**src/rtl/mem_pkg.sv**
```systemverilog
// ============================================================================
//  Package    : mem_pkg
//  Description: Shared widths and types for the on-chip RAM stream writer.
//  Revision   : 1.0 - initial release
// ============================================================================
`default_nettype none

package mem_pkg;

  // Default geometry of the on-chip scene/BVH RAM.
  localparam int MEM_DATA_W = 32;
  localparam int MEM_ADDR_W = 10;

  // Writer sequencing states.
  typedef enum logic [1:0] {
    WR_IDLE = 2'd0,
    WR_RUN  = 2'd1,
    WR_FIN  = 2'd2
  } wr_state_e;

  // One stream beat as seen by the writer.
  typedef struct packed {
    logic [MEM_DATA_W-1:0] data;
  } beat_t;

endpackage : mem_pkg

`default_nettype wire

```
**src/rtl/mem_stream_writer.sv**
```systemverilog
// ============================================================================
//  Module     : mem_stream_writer
//  Description: Accepts a valid/ready word stream and writes it to the on-chip
//               RAM at consecutive (wrapping) addresses starting at a
//               programmed base. Used to load RAM contents at runtime.
//  Revision   : 1.0 - initial release
// ============================================================================
`default_nettype none

module mem_stream_writer
  import mem_pkg::*;
#(
  parameter int DATA_W = MEM_DATA_W,
  parameter int ADDR_W = MEM_ADDR_W
) (
  input  logic              clock,
  input  logic              reset,
  input  logic              io_start,
  input  logic [ADDR_W-1:0] io_baseAddr,
  input  logic [ADDR_W:0]   io_len,
  input  logic              io_abort,
  input  logic              io_in_valid,
  output logic              io_in_ready,
  input  logic [DATA_W-1:0] io_in_data,
  output logic              io_wrEna,
  output logic [ADDR_W-1:0] io_wrAddr,
  output logic [DATA_W-1:0] io_wrData,
  output logic              io_busy,
  output logic              io_done,
  output logic              io_aborted,
  output logic [ADDR_W:0]   io_wordCount
);

  // State encodings tied to the shared enum so both views stay in sync.
  localparam logic [1:0] ST_IDLE = WR_IDLE;
  localparam logic [1:0] ST_RUN  = WR_RUN;
  localparam logic [1:0] ST_FIN  = WR_FIN;

  localparam logic [ADDR_W:0] C_ONE  = {{ADDR_W{1'b0}}, 1'b1};
  localparam logic [ADDR_W:0] C_ZERO = '0;

  logic [1:0]        r_state;
  logic [ADDR_W-1:0] r_base;
  logic [ADDR_W:0]   r_len;
  logic [ADDR_W:0]   r_count;
  logic              r_abort_seen;
  logic              r_wr_ena;
  logic [ADDR_W-1:0] r_wr_addr;
  logic [DATA_W-1:0] r_wr_data;
  logic              r_done;
  logic              r_aborted;

  logic [ADDR_W:0]   w_remaining;
  logic [ADDR_W:0]   w_count_inc;
  logic              w_ready;
  logic              w_accept;
  logic              w_last;
  logic [ADDR_W-1:0] w_addr;
  beat_t             w_beat;

  // Handshake and address generation; abort masks ready so the beat offered
  // in the abort cycle is left with the producer.
  always_comb begin
    w_beat.data = io_in_data;
    w_remaining = r_len - r_count;
    w_count_inc = r_count + C_ONE;
    w_ready     = (r_state == ST_RUN) && (w_remaining != C_ZERO) && !io_abort;
    w_accept    = io_in_valid && w_ready;
    w_last      = (w_count_inc == r_len);
    // Narrowing to ADDR_W bits makes base+count wrap modulo the RAM depth.
    w_addr      = r_base + r_count[ADDR_W-1:0];
  end

  // Transfer sequencing: latch parameters on start, count accepted beats,
  // finish on the last beat or on abort.
  always_ff @(posedge clock) begin
    if (reset) begin
      r_state      <= ST_IDLE;
      r_base       <= '0;
      r_len        <= '0;
      r_count      <= '0;
      r_abort_seen <= 1'b0;
    end else begin
      case (r_state)
        ST_IDLE: begin
          if (io_start) begin
            r_base       <= io_baseAddr;
            r_len        <= io_len;
            r_count      <= '0;
            r_abort_seen <= 1'b0;
            r_state      <= (io_len == C_ZERO) ? ST_FIN : ST_RUN;
          end
        end
        ST_RUN: begin
          if (io_abort) begin
            r_abort_seen <= 1'b1;
            r_state      <= ST_FIN;
          end else if (w_accept) begin
            r_count <= w_count_inc;
            if (w_last) begin
              r_state <= ST_FIN;
            end
          end
        end
        ST_FIN: begin
          r_state <= ST_IDLE;
        end
        default: begin
          r_state <= ST_IDLE;
        end
      endcase
    end
  end

  // RAM write port: one registered write per accepted beat; address and data
  // hold their last value when no beat is accepted.
  always_ff @(posedge clock) begin
    if (reset) begin
      r_wr_ena  <= 1'b0;
      r_wr_addr <= '0;
      r_wr_data <= '0;
    end else begin
      r_wr_ena <= w_accept;
      if (w_accept) begin
        r_wr_addr <= w_addr;
        r_wr_data <= w_beat.data;
      end
    end
  end

  // Completion pulse issued the cycle after FIN, so it trails the final
  // RAM write by one cycle; aborted qualifies the same pulse.
  always_ff @(posedge clock) begin
    if (reset) begin
      r_done    <= 1'b0;
      r_aborted <= 1'b0;
    end else begin
      r_done    <= (r_state == ST_FIN);
      r_aborted <= (r_state == ST_FIN) && r_abort_seen;
    end
  end

  assign io_in_ready  = w_ready;
  assign io_wrEna     = r_wr_ena;
  assign io_wrAddr    = r_wr_addr;
  assign io_wrData    = r_wr_data;
  assign io_busy      = (r_state == ST_RUN);
  assign io_done      = r_done;
  assign io_aborted   = r_aborted;
  assign io_wordCount = r_count;

endmodule : mem_stream_writer

`default_nettype wire

```
**config.mk**
```make
export PLATFORM = sky130hd
export DESIGN_NAME = mem_stream_writer
export DESIGN_NICKNAME = d
export VERILOG_FILES = /design/src/rtl/mem_pkg.sv /design/src/rtl/mem_stream_writer.sv
export SDC_FILE = /design/constraint.sdc
export NUM_CORES = 1
export LEC_CHECK = 0
export CORE_ASPECT_RATIO = 1.5
export CORE_MARGIN = 4
export CORE_UTILIZATION = 44
export DETAILED_ROUTE_END_ITERATION = 8
export PLACE_DENSITY = 0.77
export SLEW_MARGIN = 20
export SYNTH_ARGS = -nofsm -noshare
export SYNTH_HDL_FRONTEND = slang
export SYNTH_SLANG_ARGS = --single-unit
```
**constraint.sdc**
```tcl
create_clock -name clock -period 3 [get_ports clock]
set_clock_uncertainty 0.2 [all_clocks]
set_input_delay 0.45 -clock clock [delete_from_list [all_inputs] [get_ports clock]]
set_output_delay 0.45 -clock clock [all_outputs]
set_load 0.02 [all_outputs]
```
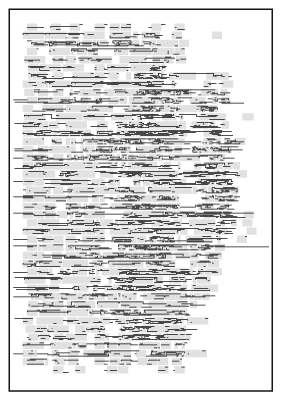
(metal 1)
Drawn at 3 px/um. Cells faint in the background.
share of all routed wire: 35%
nets with wire on the layer: 654
wire length on this layer: 4770 um
Routed WL: 13.5 mm
met1 GRT Util: 25.0%
DR vias: 4267

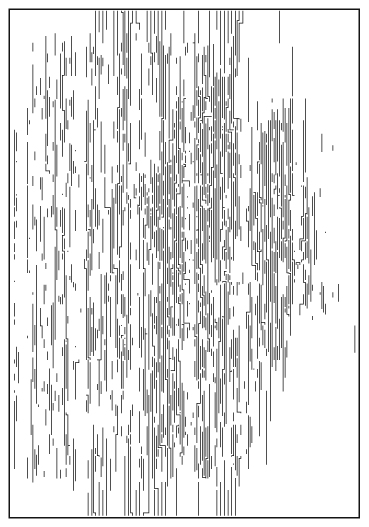
(metal 2)
Drawn at 4 px/um.
main direction: vertical
nets with wire on the layer: 644
GR Util met2: 40.8%

==> metrics.cfg <==
[run_status]
status = finished with violations
violations = negative setup slack

[setup_path]
worstPathMaxFanout = 6
cp.required_ps = 2350
crit_path_end_kind = output port
r2r_start = io_wordCount[7]$_SDFFE_PP0P_
cp-startpoint = io_wordCount[7]$_SDFFE_PP0P_
crit_path_start_kind = flop
crit_path_end = io_in_ready
r2r_cells = 11
crit_arrival_ps = 2410
r2r_slack_ps = -60
reg2reg_to = io_wordCount[1]$_SDFFE_PP0P_
crit_type = reg -> out

[synthesis]
yosys.area.top_type = dfxtp_1
synth_area_um2 = 4140
ys_sh_aoi_pct = 15.7
async_reset_ff_share_pct = 0
synth_top_area_share_pct = 38.7
ys_seq_share_pct = 38.7
simple_gate_share_pct = 18.5
logic_family = simple AND/OR/NAND/NOR gates
synth_cells = 478
synth.distinct_cells = 61
netlist_top_cells_area = dfxtp_1 (39%), mux2i_1 (9.7%), ha_1 (6.1%)
ff_type = dfxtp_1
syn_nets = 557
avgSynthCellArea_um2 = 8.65
ys_cells = 478
synth_dominant_cell_count = dfxtp_1
synthMuxAreaShare_pct = 10.2
ys.flops = 80
ys_sh_adder_pct = 6.54
synth-xor-area-share_pct = 5.48
top_cells_by_count = dfxtp_1 (80), nand2_1 (59), nor2_1 (59)
edf_count = 0
synth_warnings = 0
yosys_area_um2 = 4140

[route]
route.met2.wl_mm = 7.10
drt_pass1_iterations = 5
dr_wl_met3_um = 938
wire_per_inst_um = 17.9
drt_iter0_markers = 428
m1WireLength_mm = 4.77
vias_per_cell = 5.67
final_antenna_net_count = 0
routed.top_layer = met4
route.detailed.drc = 0

[die]
num_rows = 43
io_pins = 116
die_area_um2 = 11000
die_w_um = 87.2
fp-utilization_pct = 44.9
fp.dieH_um = 127
coreArea_um2 = 9200

[final_layout]
fin_area_um2 = 6310
seqCellArea_um2 = 1610
nets = 714
lay_top_cells = clkdlybuf4s50_1 (113), dfxtp_1 (73), nor2_1 (59), nand2_1 (59), buf_4 (47)
nFillCells = 670
syn_to_final_growth_pct = 52.7
drive_gt1_share_pct = 17.7
diodes = 0
comb_area_um2 = 2580
layout.cells.most_common = clkdlybuf4s50_1
largest_reg_flops = 32
instances_no_fill = 752

[global_routing]
grtUsageTotal_pct = 23.3
grt_pass1_vias = 4279
grt_first_pass_wirelength_mm = 20.3
grt-ovfl-total = 0
grt_start_max_net_pins = 39
grt_busiest_layer = met2
grt_antenna_before_repair = 0

[timing]
setup_slack_ps = -62.7
fin_crit_ps = 3060
hold_slack_ps = 258
max_slew_margin_pct = 48.1
setup_violations = 2
hold_viol_final = 0
rsz0062_at_grt = yes
fmax_ghz = 0.327
worst_pin_slew_ps = 779
post-route-period-util_pct = 102
fin_tns_setup_ps = -123
slew_viol_final = 0

[clocking]
cts_tree = done
numCtsBuffers = 9
clockBufferDepth = 2
postCtsSetupRepairBufs = 0
clkLatencyLatePin_ps = 340
cts_sinks = 80
clk_pin_slew_ps = 60
cts-root-buf = clkbuf_16
cts_resized = 11
cts_max_level = 3
cts_hold_buf = 0

[placement]
port_buffers = 115
dpl_worst_slack_ps = -80.5
placed_area_um2 = 5710
gp_congestion = 0.879
dp_hpwl_mm = 9.18
dp.cells = 730

[pwr]
powerDensity_nw_per_um2 = 442
internal-power_w = 0.00203
pg_seq_w = 0.00112
pwr-share-comb_pct = 21.2
power_leakage_nw = 2.36
seqPwrFrac_pct = 40.3
p_switching_w = 0.000755
p_clk_w = 0.00107
vdd_drop_max_uv = 511
swShare_pct = 27.1
clockPowerShare_pct = 38.5
power.group.top = registers
p_comb_w = 0.000590

[job]
maxCapViolations = 0
warning_count = 27

[hold_path]
min_path_cells = 1
worstHoldEndpoint = io_aborted$_SDFF_PP0_
hp-start = r_abort_seen$_SDFFE_PP0P_
min-delay-path-class = reg -> reg

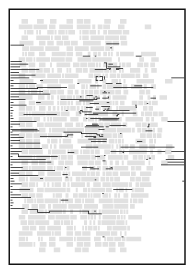
(signal wires on met3)
Drawn at 2 px/um. Cells faint in the background.
share of all routed wire: 7.0%
main direction: horizontal
wire length on this layer: 938 um
longest straight run: 27.1 um
nets with wire on the layer: 118
met3 usage in global routing: 5.78%

==> area by class of cell <==
type | count | share of cell area (%)
Clock inverter | 6 | 0.931
Multi-Input combinational cell | 356 | 40.9
Inverter | 19 | 1.17
Sequential cell | 80 | 25.5
Timing Repair Buffer | 169 | 25.6
Tap cell | 112 | 2.22
Clock buffer | 10 | 3.63
==> through the flow <==
stage / utilization, % / power (W)
4_1_cts: 65.8 / 0.00273
3_3_place_gp: 62.1 / 0.00164
6_report: 68.6 / 0.00279
2_1_floorplan: - / 0.00142
3_5_place_dp: 62.1 / 0.00165
5_1_grt: 68.6 / 0.00289
==> worst max-delay path: stages (launching register included) <==
cell     delay, ps
dfxtp_1        340
inv_1           80
ha_2           390
and4_4         260
nor3_1          60
o22ai_1        150
a31o_1         140
nand4_1        180
o31a_1         340
buf_6          130
No activity file was given, so power comes from the tool's default toggle rates.
